Fig. 1: wire density map
Scale: 2 px per µm. 37 x 37 tiles, from white (low) to dark blue (high), scaled to the fullest tile. Values are wire area over tile area, all layers added.
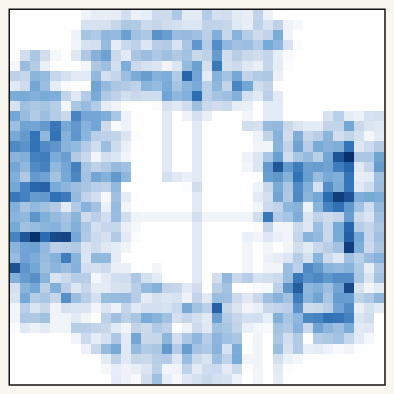
Fig. 2: wires at chosen ports, followed through buffers
Scale: 2 px per µm.
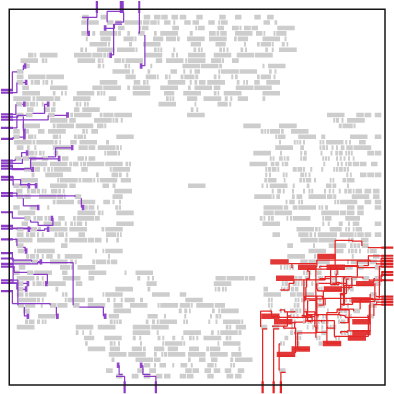
Fig. 3: clock wires, drivers and flops
Scale: 2 px per µm.
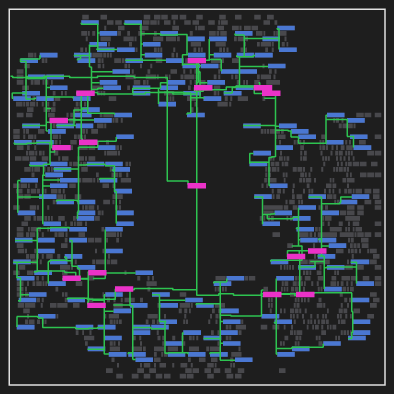
Fig. 4: routing congestion map
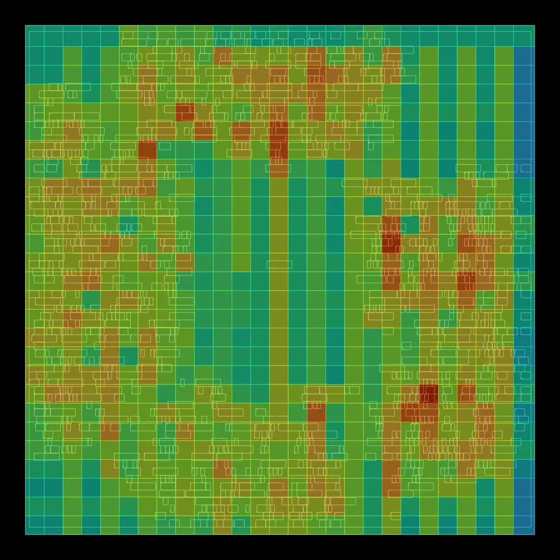
Fig. 5: gate-type map
Scale: 2 px per µm.
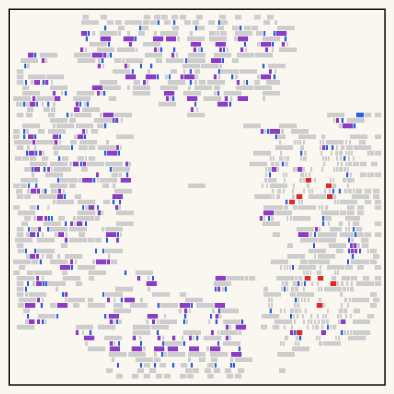
File: src/rtl/pipe_reg_em_hs_pkg.sv
`default_nettype none
// ============================================================================
// Module   : em_pkg
// Brief    : Shared types and helpers for the Execute->Memory stage register.
// Revision : 1.0
// ============================================================================
package em_pkg;

  localparam int DATA_W_DEF = 32;
  localparam int WA_W_DEF   = 4;

  typedef struct packed {
    logic pcsrc;
    logic regwrite;
    logic memtoreg;
    logic memwrite;
  } em_ctrl_t;

  typedef struct packed {
    em_ctrl_t                ctrl;
    logic [DATA_W_DEF-1:0]   alu_result;
    logic [DATA_W_DEF-1:0]   write_data;
    logic [WA_W_DEF-1:0]     wa3;
  } em_payload_t;

  typedef enum logic [1:0] {
    EMPTY = 2'b00,
    ONE   = 2'b01,
    FULL  = 2'b10
  } em_state_t;

  // Control bits must never leak out of an empty stage.
  function automatic em_ctrl_t gate_ctrl(input em_ctrl_t c, input logic v);
    return c & {$bits(em_ctrl_t){v}};
  endfunction

endpackage
`default_nettype wire

File: src/rtl/pipe_reg_em_hs_if.sv
`default_nettype none
// ============================================================================
// Module   : pipe_reg_em_hs_if
// Brief    : Handshake, payload and counter bundle around the E->M register.
// Revision : 1.0
// ============================================================================
interface pipe_reg_em_hs_if #(
  parameter int DATA_W = 32,
  parameter int WA_W   = 4,
  parameter int CNT_W  = 16
);
  logic              ValidE;
  logic              ReadyE;
  logic              FlushE;
  logic              PCSrcE;
  logic              RegWriteE;
  logic              MemtoRegE;
  logic              MemWriteE;
  logic [DATA_W-1:0] ALUResultE;
  logic [DATA_W-1:0] WriteDataE;
  logic [WA_W-1:0]   WA3E;
  logic              ValidM;
  logic              ReadyM;
  logic              PCSrcM;
  logic              RegWriteM;
  logic              MemtoRegM;
  logic              MemWriteM;
  logic [DATA_W-1:0] ALUResultM;
  logic [DATA_W-1:0] WriteDataM;
  logic [WA_W-1:0]   WA3M;
  logic              CntClr;
  logic [CNT_W-1:0]  StallCnt;
  logic [CNT_W-1:0]  BubbleCnt;

  modport master (
    output ValidE, FlushE, PCSrcE, RegWriteE, MemtoRegE, MemWriteE,
           ALUResultE, WriteDataE, WA3E, ReadyM, CntClr,
    input  ReadyE, ValidM, PCSrcM, RegWriteM, MemtoRegM, MemWriteM,
           ALUResultM, WriteDataM, WA3M, StallCnt, BubbleCnt
  );

  modport slave (
    input  ValidE, FlushE, PCSrcE, RegWriteE, MemtoRegE, MemWriteE,
           ALUResultE, WriteDataE, WA3E, ReadyM, CntClr,
    output ReadyE, ValidM, PCSrcM, RegWriteM, MemtoRegM, MemWriteM,
           ALUResultM, WriteDataM, WA3M, StallCnt, BubbleCnt
  );
endinterface
`default_nettype wire

File: src/rtl/pipe_reg_em_hs_sat_counter.sv
`default_nettype none
// ============================================================================
// Module   : sat_counter
// Brief    : Saturating up-counter with synchronous clear taking priority.
// Revision : 1.0
// ============================================================================
module sat_counter #(
  parameter int CNT_W = 16
) (
  input  logic             clk,
  input  logic             rst,
  input  logic             inc,
  input  logic             clr,
  output logic [CNT_W-1:0] count
);
  logic [CNT_W-1:0] r_count;

  always_ff @(posedge clk or posedge rst) begin
    if (rst)
      r_count <= '0;
    else if (clr)
      r_count <= '0;
    else if (inc && (r_count != {CNT_W{1'b1}}))
      r_count <= r_count + 1'b1;
  end

  assign count = r_count;
endmodule
`default_nettype wire

File: src/rtl/pipe_reg_em_hs.sv
`default_nettype none
// ============================================================================
// Module   : pipe_reg_em_hs
// Brief    : Execute->Memory stage register, valid/ready, flush, optional skid.
// Revision : 1.0
// ============================================================================
module pipe_reg_em_hs
  import em_pkg::*;
#(
  parameter int DATA_W = 32,
  parameter int WA_W   = 4,
  parameter int CNT_W  = 16,
  parameter int SKID   = 1
) (
  input  logic             CLK,
  input  logic             RST,
  pipe_reg_em_hs_if.slave  bus
);
  em_state_t         r_state, w_next;
  em_ctrl_t          r_main_ctrl, r_skid_ctrl, w_in_ctrl, w_out_ctrl;
  logic [DATA_W-1:0] r_main_alu, r_main_wd, r_skid_alu, r_skid_wd;
  logic [WA_W-1:0]   r_main_wa, r_skid_wa;
  logic              w_ready, w_valid, w_in, w_out;
  logic              w_ld_in, w_ld_skid, w_skid_to_main;
  logic              w_stall_inc, w_bubble_inc;

  assign w_valid   = (r_state != EMPTY);
  assign w_in      = bus.ValidE & w_ready;
  assign w_out     = w_valid & bus.ReadyM;
  assign w_in_ctrl = '{pcsrc: bus.PCSrcE, regwrite: bus.RegWriteE,
                       memtoreg: bus.MemtoRegE, memwrite: bus.MemWriteE};

  always_ff @(posedge CLK or posedge RST) begin
    if (RST) r_state <= EMPTY;
    else     r_state <= w_next;
  end

  always_comb begin
    w_next         = r_state;
    w_ld_in        = 1'b0;
    w_ld_skid      = 1'b0;
    w_skid_to_main = 1'b0;
    case (r_state)
      EMPTY: if (w_in) begin w_next = ONE; w_ld_in = 1'b1; end
      ONE: begin
        if (w_in && w_out)              w_ld_in = 1'b1;
        else if (w_in && (SKID != 0)) begin w_next = FULL; w_ld_skid = 1'b1; end
        else if (w_out)                 w_next = EMPTY;
      end
      FULL: if (w_out) begin w_next = ONE; w_skid_to_main = 1'b1; end
      default: w_next = EMPTY;
    endcase
    // Flush drops any concurrent IN; a concurrent OUT is already owned downstream.
    if (bus.FlushE) begin
      w_next         = EMPTY;
      w_ld_in        = 1'b0;
      w_ld_skid      = 1'b0;
      w_skid_to_main = 1'b0;
    end
  end

  always_ff @(posedge CLK or posedge RST) begin
    if (RST) begin
      r_main_ctrl <= '0; r_main_alu <= '0; r_main_wd <= '0; r_main_wa <= '0;
      r_skid_ctrl <= '0; r_skid_alu <= '0; r_skid_wd <= '0; r_skid_wa <= '0;
    end else begin
      if (w_ld_in) begin
        r_main_ctrl <= w_in_ctrl;       r_main_alu <= bus.ALUResultE;
        r_main_wd   <= bus.WriteDataE;  r_main_wa  <= bus.WA3E;
      end else if (w_skid_to_main) begin
        r_main_ctrl <= r_skid_ctrl;     r_main_alu <= r_skid_alu;
        r_main_wd   <= r_skid_wd;       r_main_wa  <= r_skid_wa;
      end
      if (w_ld_skid) begin
        r_skid_ctrl <= w_in_ctrl;       r_skid_alu <= bus.ALUResultE;
        r_skid_wd   <= bus.WriteDataE;  r_skid_wa  <= bus.WA3E;
      end
    end
  end

  if (SKID != 0) begin : g_skid_ready
    logic r_ready;
    always_ff @(posedge CLK or posedge RST) begin
      if (RST) r_ready <= 1'b1;
      else     r_ready <= (w_next != FULL);
    end
    assign w_ready = r_ready;
  end else begin : g_comb_ready
    assign w_ready = ~w_valid | bus.ReadyM;
  end

  assign w_out_ctrl     = gate_ctrl(r_main_ctrl, w_valid);
  assign bus.ReadyE     = w_ready;
  assign bus.ValidM     = w_valid;
  assign bus.PCSrcM     = w_out_ctrl.pcsrc;
  assign bus.RegWriteM  = w_out_ctrl.regwrite;
  assign bus.MemtoRegM  = w_out_ctrl.memtoreg;
  assign bus.MemWriteM  = w_out_ctrl.memwrite;
  assign bus.ALUResultM = r_main_alu;
  assign bus.WriteDataM = r_main_wd;
  assign bus.WA3M       = r_main_wa;

  assign w_stall_inc  = w_valid & ~bus.ReadyM;
  assign w_bubble_inc = ~w_valid & bus.ReadyM;

  sat_counter #(.CNT_W(CNT_W)) u_stall_cnt (
    .clk(CLK), .rst(RST), .inc(w_stall_inc), .clr(bus.CntClr), .count(bus.StallCnt)
  );

  sat_counter #(.CNT_W(CNT_W)) u_bubble_cnt (
    .clk(CLK), .rst(RST), .inc(w_bubble_inc), .clr(bus.CntClr), .count(bus.BubbleCnt)
  );
endmodule
`default_nettype wire

File: src/flat_wrapper.sv
// flat-port wrapper written by rule: the top's interface ports become plain ports
module pipe_reg_em_hs_flat import em_pkg::*;
#(
  parameter int DATA_W = 32,
  parameter int WA_W   = 4,
  parameter int CNT_W  = 16,
  parameter int SKID   = 1
)
  (CLK, RST, bus_ValidE, bus_FlushE, bus_PCSrcE, bus_RegWriteE, bus_MemtoRegE, bus_MemWriteE, bus_ALUResultE, bus_WriteDataE, bus_WA3E, bus_ReadyM, bus_CntClr, bus_ReadyE, bus_ValidM, bus_PCSrcM, bus_RegWriteM, bus_MemtoRegM, bus_MemWriteM, bus_ALUResultM, bus_WriteDataM, bus_WA3M, bus_StallCnt, bus_BubbleCnt);
  pipe_reg_em_hs_if #(.DATA_W(DATA_W), .WA_W(WA_W), .CNT_W(CNT_W)) bus_i ();
  input  logic CLK;
  input  logic RST;
  input wire logic [$bits(bus_i.ValidE)-1:0] bus_ValidE;
  input wire logic [$bits(bus_i.FlushE)-1:0] bus_FlushE;
  input wire logic [$bits(bus_i.PCSrcE)-1:0] bus_PCSrcE;
  input wire logic [$bits(bus_i.RegWriteE)-1:0] bus_RegWriteE;
  input wire logic [$bits(bus_i.MemtoRegE)-1:0] bus_MemtoRegE;
  input wire logic [$bits(bus_i.MemWriteE)-1:0] bus_MemWriteE;
  input wire logic [$bits(bus_i.ALUResultE)-1:0] bus_ALUResultE;
  input wire logic [$bits(bus_i.WriteDataE)-1:0] bus_WriteDataE;
  input wire logic [$bits(bus_i.WA3E)-1:0] bus_WA3E;
  input wire logic [$bits(bus_i.ReadyM)-1:0] bus_ReadyM;
  input wire logic [$bits(bus_i.CntClr)-1:0] bus_CntClr;
  output wire logic [$bits(bus_i.ReadyE)-1:0] bus_ReadyE;
  output wire logic [$bits(bus_i.ValidM)-1:0] bus_ValidM;
  output wire logic [$bits(bus_i.PCSrcM)-1:0] bus_PCSrcM;
  output wire logic [$bits(bus_i.RegWriteM)-1:0] bus_RegWriteM;
  output wire logic [$bits(bus_i.MemtoRegM)-1:0] bus_MemtoRegM;
  output wire logic [$bits(bus_i.MemWriteM)-1:0] bus_MemWriteM;
  output wire logic [$bits(bus_i.ALUResultM)-1:0] bus_ALUResultM;
  output wire logic [$bits(bus_i.WriteDataM)-1:0] bus_WriteDataM;
  output wire logic [$bits(bus_i.WA3M)-1:0] bus_WA3M;
  output wire logic [$bits(bus_i.StallCnt)-1:0] bus_StallCnt;
  output wire logic [$bits(bus_i.BubbleCnt)-1:0] bus_BubbleCnt;
  assign bus_i.ValidE = bus_ValidE;
  assign bus_i.FlushE = bus_FlushE;
  assign bus_i.PCSrcE = bus_PCSrcE;
  assign bus_i.RegWriteE = bus_RegWriteE;
  assign bus_i.MemtoRegE = bus_MemtoRegE;
  assign bus_i.MemWriteE = bus_MemWriteE;
  assign bus_i.ALUResultE = bus_ALUResultE;
  assign bus_i.WriteDataE = bus_WriteDataE;
  assign bus_i.WA3E = bus_WA3E;
  assign bus_i.ReadyM = bus_ReadyM;
  assign bus_i.CntClr = bus_CntClr;
  assign bus_ReadyE = bus_i.ReadyE;
  assign bus_ValidM = bus_i.ValidM;
  assign bus_PCSrcM = bus_i.PCSrcM;
  assign bus_RegWriteM = bus_i.RegWriteM;
  assign bus_MemtoRegM = bus_i.MemtoRegM;
  assign bus_MemWriteM = bus_i.MemWriteM;
  assign bus_ALUResultM = bus_i.ALUResultM;
  assign bus_WriteDataM = bus_i.WriteDataM;
  assign bus_WA3M = bus_i.WA3M;
  assign bus_StallCnt = bus_i.StallCnt;
  assign bus_BubbleCnt = bus_i.BubbleCnt;
  pipe_reg_em_hs #(.DATA_W(DATA_W), .WA_W(WA_W), .CNT_W(CNT_W), .SKID(SKID)) u_core (.CLK(CLK), .RST(RST), .bus(bus_i));
endmodule
File: config.mk
export PLATFORM = sky130hd
export DESIGN_NAME = pipe_reg_em_hs_flat
export DESIGN_NICKNAME = d
export VERILOG_FILES = /design/src/rtl/pipe_reg_em_hs_pkg.sv /design/src/rtl/pipe_reg_em_hs_if.sv /design/src/rtl/pipe_reg_em_hs_sat_counter.sv /design/src/rtl/pipe_reg_em_hs.sv /design/src/flat_wrapper.sv
export SDC_FILE = /design/constraint.sdc
export NUM_CORES = 1
export LEC_CHECK = 0
export ABC_AREA = 1
export CAP_MARGIN = 30
export CORE_MARGIN = 1
export CORE_UTILIZATION = 25
export CTS_CLUSTER_SIZE = 10
export DETAILED_ROUTE_END_ITERATION = 8
export PLACE_DENSITY = 0.53
export SKIP_LAST_GASP = 1
export SLEW_MARGIN = 40
export SYNTH_ARGS = -nofsm -noshare
export SYNTH_HDL_FRONTEND = slang
export SYNTH_SLANG_ARGS = --single-unit
File: constraint.sdc
create_clock -name CLK -period 6.3 [get_ports CLK]
set_input_delay 0.945 -clock CLK [delete_from_list [all_inputs] [get_ports CLK]]
set_output_delay 0.945 -clock CLK [all_outputs]
set_load 0.01 [all_outputs]
==> results.txt <==
Result of the run: completed
Fillers: 3410
CTS resizes: 0
Type of the worst min-delay path: flip-flop to flip-flop
Fraction of power consumed by combinational cells: 0.238
TritonRoute pass-1 iters: 5
Deepest level of the CTS H-tree: 4
Initial DRC Count: 376
Dominant synthesized flop cell: dfrtp_1
Die Span Y: 187 µm
Internal power of the cells: 0.00239 W
Initial antenna violation count: 0
Via Count: 6848
HP Start: u_core.r_skid_wd[28]$_DFFE_PP0P_
Number of clock sinks: 179
Final standard cell area without fillers: 11400 µm²
# rows: 67
Finish-stage setup viols: 0
Worst path depth: 3
Layout cells sized above 1: 0.102
Notes on Fig. 1 above:
nearly empty tiles	28%
emptiest ninth of the die	center
tiles over half the peak	12%
mean over tiles	0.099
fullest tile	0.44

Notes on Fig. 2 above:
color	port	bits	direction	end cells	buffers	wire
purple	bus_ALUResultE	32	input	32	32	629 µm
red	bus_StallCnt	16	output	16	16	1060 µm
I/O pin count: 184
Port Buf Inserts: 183

Notes on Fig. 3 above:
[green] clock wires | length: 2610 µm
[blue] flip-flops | count: 179
[magenta] clock drivers | count: 17
flops lie	all over the die

Notes on Fig. 4 above:
met1 usage in global routing: 0.172
post-detailed-route wirelength per cell: 13.8 µm

Notes on Fig. 5 above:
color	family	cells	most used
red	xor and xnor cells	10	xor2_1
blue	inv cells	177	inv_1
purple	aoi and oai cells	154	o21ai_1

## cell families after synthesis
| logic type | count (synthesis) | share of synthesized area |
|---|---|---|
| XOR/XNOR | 10 | 0.0102 |
| AND-OR/OR-AND | 154 | 0.159 |
| buffers and inverters | 229 | 0.108 |
| flip-flops | 179 | 0.523 |
| AND/OR/NAND/NOR | 373 | 0.197 |
| adder cells (fa/ha/maj) | 2 | 0.00292 |
## placed cells by master (no fill, tap or decap), types with 22 or more instances in the layout
master,Yosys,final
nand3_1,96,96
inv_1,172,170
nand4_1,28,28
nor2_1,38,38
dfrtp_1,178,178
o221ai_2,50,50
o21ai_1,62,62
o221ai_1,22,22
clkdlybuf4s50_1,0,183
nand2_1,190,190
## final cells by class
class / instances / area, µm² / area share
tap: 448 / 561 / 0.0490
multi-input combinational: 539 / 3200 / 0.279
inverter: 177 / 672 / 0.0587
timing repair buffer: 191 / 1960 / 0.171
sequential: 179 / 4480 / 0.391
clock inverter: 13 / 124 / 0.0108
clock buffer: 19 / 453 / 0.0396
## state kept, by name (all words and copies together), names as in the netlist
name,cells
u_core.r_main_ctrl,4
u_core.r_skid_wd,32
u_core.bus.ReadyE,1
u_core.r_skid_alu,32
u_core.r_state,2
u_core.u_bubble_cnt.count,16
u_core.bus.WriteDataM,32
u_core.bus.WA3M,4
u_core.bus.ALUResultM,32
u_core.r_skid_ctrl,4
u_core.r_skid_wa,4
u_core.u_stall_cnt.count,16
## per-layer routing
| layer | vias up | global-route usage | routed length, µm |
|---|---|---|---|
| met2 | 158 | 0.198 | 9500 |
| met5 | - | 0 | 0 |
| met1 | 3232 | 0.172 | 10300 |
| met4 | 0 | 0.0337 | 200 |
| li1 | 3446 | - | - |
| met3 | 12 | 0.0501 | 1630 |
Power and IR drop assume default switching activity.
